--- src/rtl/single_ch_fifo_reader.sv ---
// Read-side controller for a single-channel FIFO with 1-cycle read latency.
// Prefetches words into a small buffer and presents them as a valid/ready stream.
module single_ch_fifo_reader #(
  parameter int DW      = 32,
  parameter int BUF_LOG = 2
) (
  input  logic          CLK,
  input  logic          RST,
  input  logic          EN,
  input  logic          EMPTY,
  output logic          DEQ,
  input  logic [DW-1:0] FIFO_DOT,
  output logic [DW-1:0] DOT,
  output logic          DOT_VLD,
  input  logic          DOT_RDY,
  output logic [31:0]   RCNT
);

  localparam int DEPTH = 1 << BUF_LOG;

  logic [DW-1:0]      buf_mem [DEPTH];
  logic               inflight_q;
  logic [BUF_LOG:0]   cnt_q;
  logic [BUF_LOG-1:0] head_q;
  logic [BUF_LOG-1:0] tail_q;
  logic [31:0]        rcnt_q;
  logic [BUF_LOG+1:0] occupancy;
  logic               pop;

  // A read is only issued if its word is guaranteed a free slot on arrival,
  // counting the word still in flight; this keeps DEQ independent of DOT_RDY.
  assign occupancy = {1'b0, cnt_q} + {{(BUF_LOG+1){1'b0}}, inflight_q};
  assign DEQ       = EN & ~EMPTY & ~RST & (occupancy < (BUF_LOG+2)'(DEPTH));

  assign DOT_VLD = ~RST & (cnt_q != '0);
  assign DOT     = buf_mem[head_q];
  assign pop     = DOT_VLD & DOT_RDY;
  assign RCNT    = rcnt_q;

  always_ff @(posedge CLK) begin
    if (inflight_q && !RST) begin
      buf_mem[tail_q] <= FIFO_DOT;
    end
  end

  always_ff @(posedge CLK) begin
    if (RST) begin
      inflight_q <= 1'b0;
      cnt_q      <= '0;
      head_q     <= '0;
      tail_q     <= '0;
      rcnt_q     <= '0;
    end else begin
      inflight_q <= DEQ;
      if (inflight_q) begin
        tail_q <= tail_q + BUF_LOG'(1);
      end
      if (pop) begin
        head_q <= head_q + BUF_LOG'(1);
        rcnt_q <= rcnt_q + 32'd1;
      end
      case ({inflight_q, pop})
        2'b10:   cnt_q <= cnt_q + (BUF_LOG+1)'(1);
        2'b01:   cnt_q <= cnt_q - (BUF_LOG+1)'(1);
        default: cnt_q <= cnt_q;
      endcase
    end
  end

endmodule

--- config.mk ---
export PLATFORM = sky130hd
export DESIGN_NAME = single_ch_fifo_reader
export DESIGN_NICKNAME = d
export VERILOG_FILES = /design/src/rtl/single_ch_fifo_reader.sv
export SDC_FILE = /design/constraint.sdc
export NUM_CORES = 1
export LEC_CHECK = 0
export ABC_AREA = 1
export CORE_MARGIN = 4
export CORE_UTILIZATION = 39
export CTS_CLUSTER_DIAMETER = 50
export CTS_CLUSTER_SIZE = 10
export DETAILED_ROUTE_END_ITERATION = 7
export GPL_ROUTABILITY_DRIVEN = 0
export MAX_ROUTING_LAYER = met4
export PLACE_DENSITY_LB_ADDON = 0.25
export SYNTH_ARGS = -nofsm -noshare
export SYNTH_HDL_FRONTEND = slang
export SYNTH_SLANG_ARGS = --single-unit
export TNS_END_PERCENT = 30
--- constraint.sdc ---
create_clock -name CLK -period 2.9 [get_ports CLK]
set_input_delay 0.435 -clock CLK [delete_from_list [all_inputs] [get_ports CLK]]
set_output_delay 0.435 -clock CLK [all_outputs]
set_load 0.05 [all_outputs]
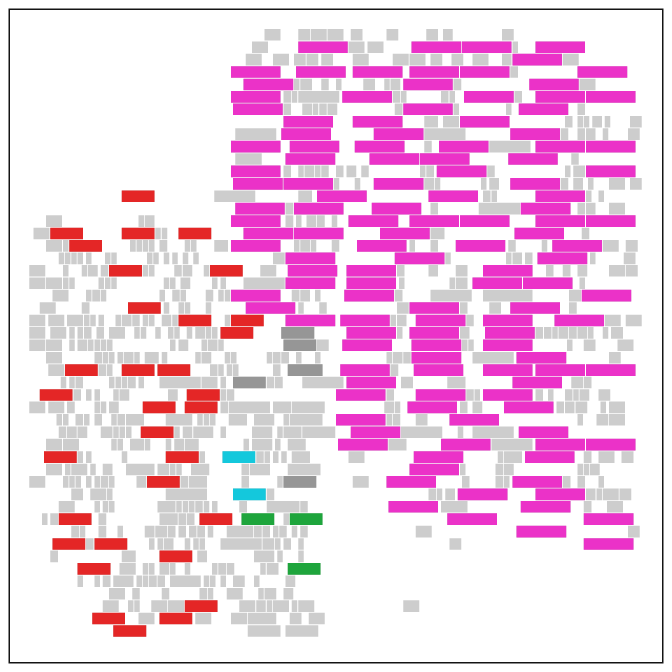
(sequential cells colored by netlist name)
- red: `RCNT` (flops 32)
- cyan: `tail_q` (flops 2)
- magenta: `buf_mem` (flops 128)
- green: `cnt_q` (flops 3)
sequential power: 2.64 mW
utilization after layout: 50.4%
share of the final layout cell area in sequential cells: 51.9%
area taken by flip-flops and latches: 4690 sq um

==> flow_metrics.py <==
# Metrics from the implementation run
metrics = {
    "clocking": {
        "cts_max_path_buffers": 2,
        "clk_pin_slew_ns": 0.07,
        "clock_tree.htree_level_count": 4,
        "clkSinkCount": 170,
        "cts_hold_buffers": 0,
        "clock_tree.root_cell": "sky130_fd_sc_hd__clkbuf_16",
        "cts_post_setup_buffers_inserted": 0,
        "cts-buffers-inserted": 17,
        "clock_insertion_delay_worst_skew_ns": 0.43,
        "tritoncts": "done",
    },
    "detailed_routing": {
        "first_iter_violations": 245,
        "post_drt_via_cell_ratio": 5.03,
        "drt_pre_antenna_iters": 4,
        "avgRoutedWirePerCell_microns": 15.9,
        "drc_errors": 0,
        "antenna_viol_nets_final": 0,
    },
    "timing": {
        "worst_slack_ns": 0.418,
        "skew_ns": 0.00960,
        "grt_setup_unrepaired": "false",
        "max_slew_headroom_pct": 63.3,
        "timing_hold_violations_final": 0,
        "timing.final.max_slew_violations": 0,
        "min_period_ns": 2.48,
        "period_used_pct": 85.6,
        "worstMarginPinSlew_ns": 0.550,
        "fmax_mhz": 403,
        "final-setup-viol-count": 0,
    },
    "global_route": {
        "grt_pass1_wl_mm": 25.4,
        "overflow": 0,
        "gr-usage-all-layers_pct": 16.5,
        "antenna_violations_before_repair": 0,
        "number_of_global_route_vias_before_repair": 5088,
        "grt_max_degree": 35,
    },
    "pwr": {
        "vdd_ir_drop_max_uv": 443,
        "leakage_nw": 3.11,
        "pwr_density_cell_nw_per_um2": 583,
    },
    "yosys": {
        "synth.distinct_cells": 36,
        "synth_stat.cells": 663,
        "post_synth_instance_area_sq_um": 7090,
        "post-synth-top-area-fraction_pct": 54.2,
        "top_cells_by_count_synth": "128 x sky130_fd_sc_hd__edfxtp_1, 126 x sky130_fd_sc_hd__nor2_1, 75 x sky130_fd_sc_hd__o21ai_0",
        "yosys_register_bits": 170,
        "post_synth_inst_count": 663,
        "synth_async_sr_flop_share_pct": 0,
        "topCellsByArea": "sky130_fd_sc_hd__edfxtp_1 54%, sky130_fd_sc_hd__dfxtp_1 12%, sky130_fd_sc_hd__nor2_1 6.7%",
        "synth_warnings": 0,
        "netlist.top_cell.by_area": "sky130_fd_sc_hd__edfxtp_1",
        "synthesis.nets": 707,
        "ys_seq_share_pct": 66.1,
        "synthFlopType": "sky130_fd_sc_hd__edfxtp_1",
        "synth-edff-count": 128,
        "syn_avg_cell_area_sq_um": 10.7,
    },
    "final_layout": {
        "areaGrowthSynthToFinish_pct": 27.3,
        "diodes": 0,
        "post_route_cells_drive_above_1_share_pct": 14.5,
        "nNetsFinal": 817,
    },
    "worst_setup_path": {
        "critical_path_type": "reg2out",
        "crit_arrival_ns": 2.05,
        "timing.critical_path.to_type": "output port",
        "worstPathRequired_ns": 2.47,
        "startpoint_class_of_the_critical_path": "register",
        "worst_path_fanout_max": 26,
    },
    "die": {
        "die_h_microns": 143,
        "io_pins": 103,
        "die-area_sq_um": 20400,
        "initCoreUtil_pct": 39.6,
        "dieWidth_microns": 143,
        "design.core.area_sq_um": 17900,
        "fp-row-count": 49,
    },
    "run": {
        "warning_count": 29,
        "drv.max_cap_violation_count": 0,
    },
    "run_status": {
        "outcome": "finished, final reports clean",
    },
    "worst_hold_path": {
        "hp-class": "reg2reg",
    },
    "placed_design": {
        "post-dp-hpwl_mm": 10.6,
        "detailedPlace.worstSlack_ns": 0.533,
        "portBuffers": 102,
    },
}
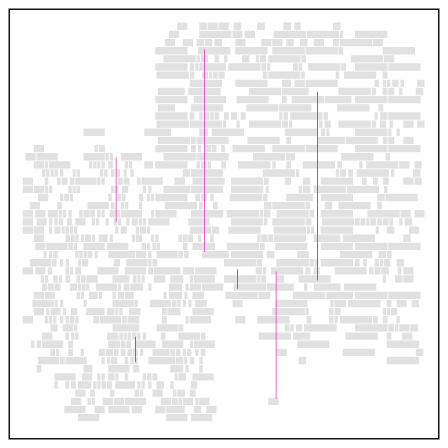
(M4 wires)
Cells faint in the background.
- wire length on this layer: 207 microns
- share of all routed wire: 1.3%
routed wire length: 16.2 mm
routed vias: 5101

-- state kept, by name, summed over array words and instances, names as in the netlist, named ones only --
name and flops:
RCNT 32, buf_mem 128, cnt_q 3, head_q 2, inflight_q 1, tail_q 2
-- routing by layer --
layer | global-route usage, % | up-vias | part of all wire, %
met4 | 6.75 | 0 | 1.3
met1 | 20.1 | 2407 | 43
met2 | 26.9 | 146 | 51
met5 | - | - | 0
li1 | - | 2533 | -
met3 | 3.45 | 15 | 5.4
-- final timing paths --
check        slack, ns  cells after the start       from   endpoint
max               0.42                      4   register     DOT[1]
min               0.47                      2  head_q[1]  head_q[1]
max reg2reg       0.97                     11   cnt_q[1]   cnt_q[2]
min reg2reg       0.47                      2  head_q[1]  head_q[1]
-- cell type report --
| cell class | count | area, sq um |
|---|---|---|
| Clock inverter | 15 | 194 |
| Inverter | 54 | 205 |
| Multi-Input combinational cell | 414 | 2110 |
| Tap cell | 229 | 287 |
| Clock buffer | 17 | 425 |
| Timing Repair Buffer | 116 | 1120 |
| Fill cell | 1589 | 8880 |
| Sequential cell | 170 | 4690 |
-- stage by stage --
step	instance area [sq um]	total power [mW]	instances	utilization [%]	hold WS (ns)
2_1_floorplan	7090	2.87	663	-	0.436
3_3_place_gp	8400	3.01	983	46.9	0.449
3_5_place_dp	8400	3.02	983	46.9	0.459
4_1_cts	9020	5.32	1015	50.4	0.472
5_1_grt	9020	5.43	1015	50.4	0.496
6_report	9020	5.26	1015	50.4	0.467
-- critical path: stages (launching register included) --
cell and delay [ns]:
sky130_fd_sc_hd__dfxtp_2 0.57, sky130_fd_sc_hd__buf_4 0.35, sky130_fd_sc_hd__o21ai_0 0.15, sky130_fd_sc_hd__o22ai_1 0.28, sky130_fd_sc_hd__buf_4 0.26
-- cell usage in the layout, fill, tap and decap left out, types with 6 or more instances in the layout --
master                            count
sky130_fd_sc_hd__clkbuf_16           17
sky130_fd_sc_hd__o21ai_0             75
sky130_fd_sc_hd__dfxtp_1             41
sky130_fd_sc_hd__nor2_4               8
sky130_fd_sc_hd__nor2_2               9
sky130_fd_sc_hd__nor2_1             122
sky130_fd_sc_hd__edfxtp_1           128
sky130_fd_sc_hd__a21oi_1             21
sky130_fd_sc_hd__inv_1               50
sky130_fd_sc_hd__nand3_1             27
sky130_fd_sc_hd__buf_4               42
sky130_fd_sc_hd__buf_12               6
sky130_fd_sc_hd__nand4_1             11
sky130_fd_sc_hd__clkdlybuf4s50_1     68
sky130_fd_sc_hd__nand2_1             74
sky130_fd_sc_hd__o22ai_1             32
sky130_fd_sc_hd__ha_1                 6
-- report_power, final --
part           internal (mW)  leakage (nW)  switching [mW]
Sequential              2.63          1.49         0.00991
Combinational          0.113          1.32           0.208
Clock                   1.25         0.299            1.05
-- logic make-up after synthesis --
family	after synthesis	share of synthesized area, %
DFF	170	66.1
AOI/OAI and AO/OA	133	10.1
buffers and inverters	79	4.54
and+or+nand+nor	270	17.4
adders and majority gates	7	1.34
xor gates and xnor gates	4	0.495
Power and IR drop assume default switching activity.
